**src/rtl/cordic_pkg.sv**
```systemverilog
// rtl/cordic_pkg.sv - shared types, arctangent table and gain constant for the CORDIC engine
package cordic_pkg;

    typedef enum logic {
        MODE_ROTATE = 1'b0,
        MODE_VECTOR = 1'b1
    } mode_e;

    typedef enum logic [1:0] {
        IDLE,
        ITER,
        SCALE,
        DONE
    } state_e;

    // atan(2^-i) as a fraction of a full circle, scaled by 2^32
    localparam logic [31:0] ATAN32 [32] = '{
        32'h20000000, 32'h12E4051E, 32'h09FB385B, 32'h051111D4,
        32'h028B0D43, 32'h0145D7E1, 32'h00A2F61E, 32'h00517C55,
        32'h0028BE53, 32'h00145F2F, 32'h000A2F98, 32'h000517CC,
        32'h00028BE6, 32'h000145F3, 32'h0000A2FA, 32'h0000517D,
        32'h000028BE, 32'h0000145F, 32'h00000A30, 32'h00000518,
        32'h0000028C, 32'h00000146, 32'h000000A3, 32'h00000051,
        32'h00000029, 32'h00000014, 32'h0000000A, 32'h00000005,
        32'h00000003, 32'h00000001, 32'h00000001, 32'h00000000
    };

    // 0.6072529350 scaled by 2^32
    localparam logic [31:0] K_INV32 = 32'h9B74EDA8;

    function automatic logic [31:0] atan_tbl(input int i, input int aw);
        logic [32:0] r;
        if (aw >= 32) return ATAN32[i[4:0]];
        r = {1'b0, ATAN32[i[4:0]]} + (33'd1 << (31 - aw));
        return 32'(r >> (32 - aw));
    endfunction

    function automatic logic [31:0] k_inv(input int kw);
        logic [32:0] r;
        if (kw >= 32) return K_INV32;
        r = {1'b0, K_INV32} + (33'd1 << (31 - kw));
        return 32'(r >> (32 - kw));
    endfunction

endpackage

```
**src/rtl/cordic_gain_scale.sv**
```systemverilog
// rtl/cordic_gain_scale.sv - multiply by inverse CORDIC gain, round half up, saturate to WIDTH
module cordic_gain_scale
    import cordic_pkg::*;
#(
    parameter int IW    = 18,
    parameter int WIDTH = 16,
    parameter int KW    = 16
) (
    input  logic signed [IW-1:0]    v,
    output logic signed [WIDTH-1:0] q
);

    localparam int PW = IW + KW + 1;
    localparam logic signed [KW:0]   K      = {1'b0, KW'(k_inv(KW))};
    localparam logic signed [PW-1:0] RND    = PW'(1) << (KW - 1);
    localparam logic signed [IW:0]   LIM_HI = (IW + 1)'((1 << (WIDTH - 1)) - 1);
    localparam logic signed [IW:0]   LIM_LO = ~LIM_HI;

    logic signed [PW-1:0] prod;
    logic signed [PW-1:0] rnd;
    logic signed [IW:0]   shr;

    always_comb begin
        prod = PW'(v) * PW'(K);
        rnd  = prod + RND;
        shr  = rnd[PW-1:KW];
        if (shr > LIM_HI) begin
            q = WIDTH'(LIM_HI);
        end else if (shr < LIM_LO) begin
            q = WIDTH'(LIM_LO);
        end else begin
            q = WIDTH'(shr);
        end
    end

endmodule

```
**src/rtl/cordic_iter.sv**
```systemverilog
// rtl/cordic_iter.sv - iterative CORDIC, one micro-rotation per clock, rotate and vector modes
module cordic_iter
    import cordic_pkg::*;
#(
    parameter int WIDTH   = 16,
    parameter int ANGLE_W = 16,
    parameter int ITERS   = 14,
    parameter int GUARD   = 2,
    parameter int KW      = 16
) (
    input  logic                      clk,
    input  logic                      rst,
    input  logic                      in_valid,
    output logic                      in_ready,
    input  logic                      in_mode,
    input  logic signed [WIDTH-1:0]   in_x,
    input  logic signed [WIDTH-1:0]   in_y,
    input  logic [ANGLE_W-1:0]        in_angle,
    output logic                      out_valid,
    input  logic                      out_ready,
    output logic signed [WIDTH-1:0]   out_x,
    output logic signed [WIDTH-1:0]   out_y,
    output logic [ANGLE_W-1:0]        out_z
);

    localparam int IW = WIDTH + GUARD;
    localparam int CW = (ITERS > 1) ? $clog2(ITERS) : 1;
    localparam logic [ANGLE_W-1:0] QUARTER = ANGLE_W'(1) << (ANGLE_W - 2);
    localparam logic [ANGLE_W-1:0] HALF    = ANGLE_W'(1) << (ANGLE_W - 1);
    localparam logic [CW-1:0]      LAST    = CW'(ITERS - 1);

    state_e                state, state_nxt;
    mode_e                 mode;
    logic [CW-1:0]         cnt;
    logic                  zero_flag;
    logic signed [IW-1:0]  x, y;
    logic [ANGLE_W-1:0]    z;
    logic signed [IW-1:0]  ext_x, ext_y, pre_x, pre_y;
    logic [ANGLE_W-1:0]    pre_z;
    logic signed [IW-1:0]  sx, sy, it_x, it_y;
    logic [ANGLE_W-1:0]    it_z;
    logic                  dir_pos;
    logic signed [WIDTH-1:0] sc_x, sc_y;
    logic [ANGLE_W-1:0]    atan_rom [2**CW];

    for (genvar g = 0; g < 2**CW; g++) begin : g_atan
        assign atan_rom[g] = (g < ITERS) ? ANGLE_W'(atan_tbl(g, ANGLE_W)) : '0;
    end

    // Fold the input into the right half-plane so the micro-rotations converge
    always_comb begin
        ext_x = IW'(in_x);
        ext_y = IW'(in_y);
        pre_x = ext_x;
        pre_y = ext_y;
        pre_z = in_angle;
        if (mode_e'(in_mode) == MODE_VECTOR) begin
            pre_z = '0;
            if (in_x[WIDTH-1]) begin
                pre_x = -ext_x;
                pre_y = -ext_y;
                pre_z = HALF;
            end
        end else begin
            case (in_angle[ANGLE_W-1 -: 2])
                2'b01: begin
                    pre_x = -ext_y;
                    pre_y = ext_x;
                    pre_z = in_angle - QUARTER;
                end
                2'b10: begin
                    pre_x = ext_y;
                    pre_y = -ext_x;
                    pre_z = in_angle + QUARTER;
                end
                default: ;
            endcase
        end
    end

    always_comb begin
        sx      = x >>> cnt;
        sy      = y >>> cnt;
        dir_pos = (mode == MODE_ROTATE) ? ~z[ANGLE_W-1] : y[IW-1];
        if (dir_pos) begin
            it_x = x - sy;
            it_y = y + sx;
            it_z = z - atan_rom[cnt];
        end else begin
            it_x = x + sy;
            it_y = y - sx;
            it_z = z + atan_rom[cnt];
        end
    end

    cordic_gain_scale #(.IW(IW), .WIDTH(WIDTH), .KW(KW)) u_gain_x (.v(x), .q(sc_x));
    cordic_gain_scale #(.IW(IW), .WIDTH(WIDTH), .KW(KW)) u_gain_y (.v(y), .q(sc_y));

    always_comb begin
        state_nxt = state;
        in_ready  = 1'b0;
        out_valid = 1'b0;
        case (state)
            IDLE: begin
                in_ready = 1'b1;
                if (in_valid) state_nxt = ITER;
            end
            ITER:  if (cnt == LAST) state_nxt = SCALE;
            SCALE: state_nxt = DONE;
            DONE: begin
                out_valid = 1'b1;
                if (out_ready) state_nxt = IDLE;
            end
            default: state_nxt = IDLE;
        endcase
    end

    always_ff @(posedge clk) begin
        if (rst) begin
            state     <= IDLE;
            mode      <= MODE_ROTATE;
            cnt       <= '0;
            zero_flag <= 1'b0;
            x         <= '0;
            y         <= '0;
            z         <= '0;
            out_x     <= '0;
            out_y     <= '0;
            out_z     <= '0;
        end else begin
            state <= state_nxt;
            case (state)
                IDLE: if (in_valid) begin
                    mode      <= mode_e'(in_mode);
                    cnt       <= '0;
                    zero_flag <= in_mode && (in_x == '0) && (in_y == '0);
                    x         <= pre_x;
                    y         <= pre_y;
                    z         <= pre_z;
                end
                ITER: begin
                    x   <= it_x;
                    y   <= it_y;
                    z   <= it_z;
                    cnt <= cnt + CW'(1);
                end
                SCALE: begin
                    out_x <= zero_flag ? '0 : sc_x;
                    out_y <= zero_flag ? '0 : sc_y;
                    out_z <= zero_flag ? '0 : z;
                end
                default: ;
            endcase
        end
    end

endmodule

```
**config.mk**
```make
export PLATFORM = sky130hd
export DESIGN_NAME = cordic_iter
export DESIGN_NICKNAME = d
export VERILOG_FILES = /design/src/rtl/cordic_pkg.sv /design/src/rtl/cordic_gain_scale.sv /design/src/rtl/cordic_iter.sv
export SDC_FILE = /design/constraint.sdc
export NUM_CORES = 1
export LEC_CHECK = 0
export CORE_AREA = 2 2 219 221
export CTS_BUF_LIST = sky130_fd_sc_hd__clkbuf_2 sky130_fd_sc_hd__clkbuf_4 sky130_fd_sc_hd__clkbuf_8
export DETAILED_ROUTE_END_ITERATION = 7
export DIE_AREA = 0 0 221 223
export GPL_TIMING_DRIVEN = 0
export HOLD_SLACK_MARGIN = 0.1
export PLACE_DENSITY = 0.72
export SYNTH_ARGS = -nofsm -noshare
export SYNTH_HDL_FRONTEND = slang
export SYNTH_SLANG_ARGS = --single-unit
```
**constraint.sdc**
```tcl
create_clock -name clk -period 7.6 [get_ports clk]
set_input_delay 0.76 -clock clk [delete_from_list [all_inputs] [get_ports clk]]
set_output_delay 0.76 -clock clk [all_outputs]
set_load 0.05 [all_outputs]
```
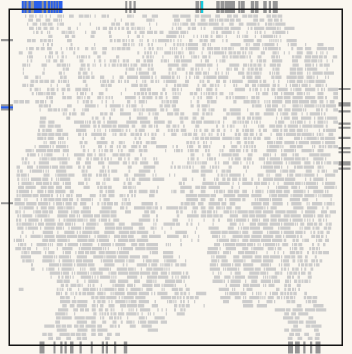
(images/pins.png)
Drawn at 1.5 px/um. Pins as bars across the die edge, other pins in gray.
port	color	pins	direction	edge
in_x	blue	16	input	15 top, 1 left
out_ready	cyan	1	input	top
all pins by edge	60 top, 26 bottom, 12 right, 5 left
IO buf count: 87
Die H: 223 um
chip width: 221 um

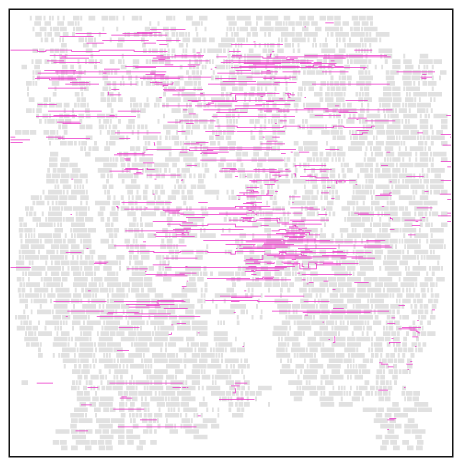
(images/met3.png)
Drawn at 2 px/um. Cells faint in the background.
main direction	horizontal
share of all routed wire	7.4%
longest straight run	86.9 um
nets with wire on the layer	294

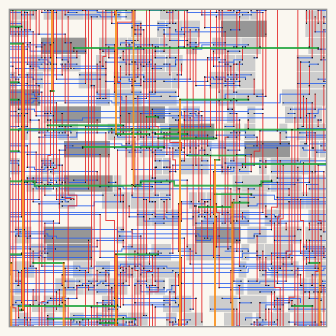
(images/zoom.png)
Region (141, 142) to (191, 192) um. Cells in gray, sequential cells in the stronger gray; small squares are vias.
layer	color
met1	blue
met4	orange
met3	green
met2	red
netlist names of flops here include	z (7), y (5)
sequential cells in the window	12
most frequent	ha_1 (34), inv_1 (21), nor2_1 (19)
cells with their middle in the window	194

==> impl_metrics.toml <==
# yosys + openroad results
[status]
outcome = "completed"

[run]
maxCapViolCount = 0
log.warning_count = 55

[die]
rows = 80
ios = 103
fp.dieArea_sq_mm = 0.0493

[routing]
ant_nets = 0
drc_errors = 0
wl_met3_mm = 5.63
viasPerCell = 6.02

[clocking]
cts.sinks = 108
cts_tree = "done"
clock_latency_ns = 0.50

[critical_path]
path_cells = "ha_1 > ha_1 > inv_1 > fa_1 > inv_1 > fa_1 > fa_1 > inv_1 > fa_1 > inv_1 > ha_1 > and4_1 > and3_1 > a21oi_1 > a31oi_2 > o21a_1 > or4_4 > a21oi_1 > a2bb2oi_2 > nor2b_1 > clkbuf_1 > a221o_1"
r2r-start = "y[3]"
worst-path-max-fanout = 13
max_stage_delay_ns = 0.99
endpoint_kind = "flip-flop"
critical_path_depth = 22
critPathArrivalTime_ns = 7.76
crit_path_top_delay_cell = "dfxtp_1"
critical-path-top-delay-family = "adder cells"

[finish]
flop_area_sq_mm = 0.00219
dominant_cells = "multi-input combinational cells"
final-comb-area_sq_mm = 0.0191
final-clk-cell-share = 0.00822
ff_count = 108
final.fill_count = 4375
buffers_excl_clock = 208

[final_timing]
fmax_mhz = 135
relSlewSlack = 0.142
fin_skew_ns = 0.0358
hold_viol_final = 0

[synth]
ys_warn_count = 0
yosys_cells = 2757
yosysTopAreaCell = "fa_1"
syn_inst = 2757
synthTopCellsByCount = "inv_1, ha_1, fa_1, nor2_1, a21oi_1"

[global_routing]
grt_max_degree = 28
grt_pass1_wl_mm = 119

[min_path]
hold_depth = 2
min_from = "out_z[0]"
min_to = "out_z[0]"
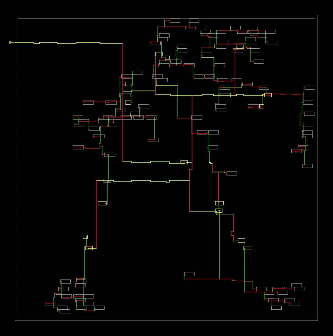
(images/final_clocks.png)
CLK BUF: 9

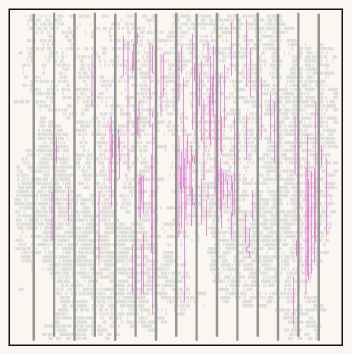
(images/met4.png)
Drawn at 1.5 px/um. Supply wires on this layer in gray. Cells faint in the background.
main direction	vertical
share of all routed wire	4.4%
longest straight run	128 um

cells in the final DEF (no fill, tap or decap), types with 19 or more instances in the layout:
cell type	count
mux4_2	32
inv_1	509
a211oi_1	48
a221oi_1	29
xnor2_1	99
nand2_1	155
xor2_1	77
a221o_1	40
dfxtp_2	24
clkdlybuf4s50_1	87
o21ai_0	99
a21oi_1	169
a31oi_1	21
mux2i_1	31
a21o_1	43
ha_1	354
clkbuf_1	95
nor3_1	55
o211ai_1	20
nor2_1	191
fa_1	267
nand3_1	19
dfxtp_1	84
worst min-delay path, delay by kind of cell (launching register included):
family	cells	cell delay (ns)
flip-flops	1	0.34
AND/OR/NAND/NOR	1	0.06
AND-OR/OR-AND	1	0.05
cell families after synthesis:
kind of cell,Yosys count,share of synthesized area
AND-OR/OR-AND,580,0.165
XOR/XNOR,176,0.0652
adder cells (fa/ha/maj),621,0.413
buffers and inverters,636,0.104
flip-flops,108,0.0914
multiplexers,81,0.0522
AND/OR/NAND/NOR,555,0.109
state kept, by name, summed over array words and instances (netlist names):
signal     flops
out_y         16
out_z         16
state          2
mode           1
out_x         16
cnt            4
z             16
y             18
x             18
zero_flag      1
per-layer routing:
metal  vias to the layer above  global-route usage
met4                         0               0.135
met3                       205              0.0506
met1                     10300               0.403
met2                       857               0.504
li1                       9528                   -
met5                         -                   0
timing repair:
action                                  in CTS  in global routing
gates cloned                                 0                  0
resized                                      4                 26
hold buffers                                 0                  0
endpoints found under the setup margin      20                 28
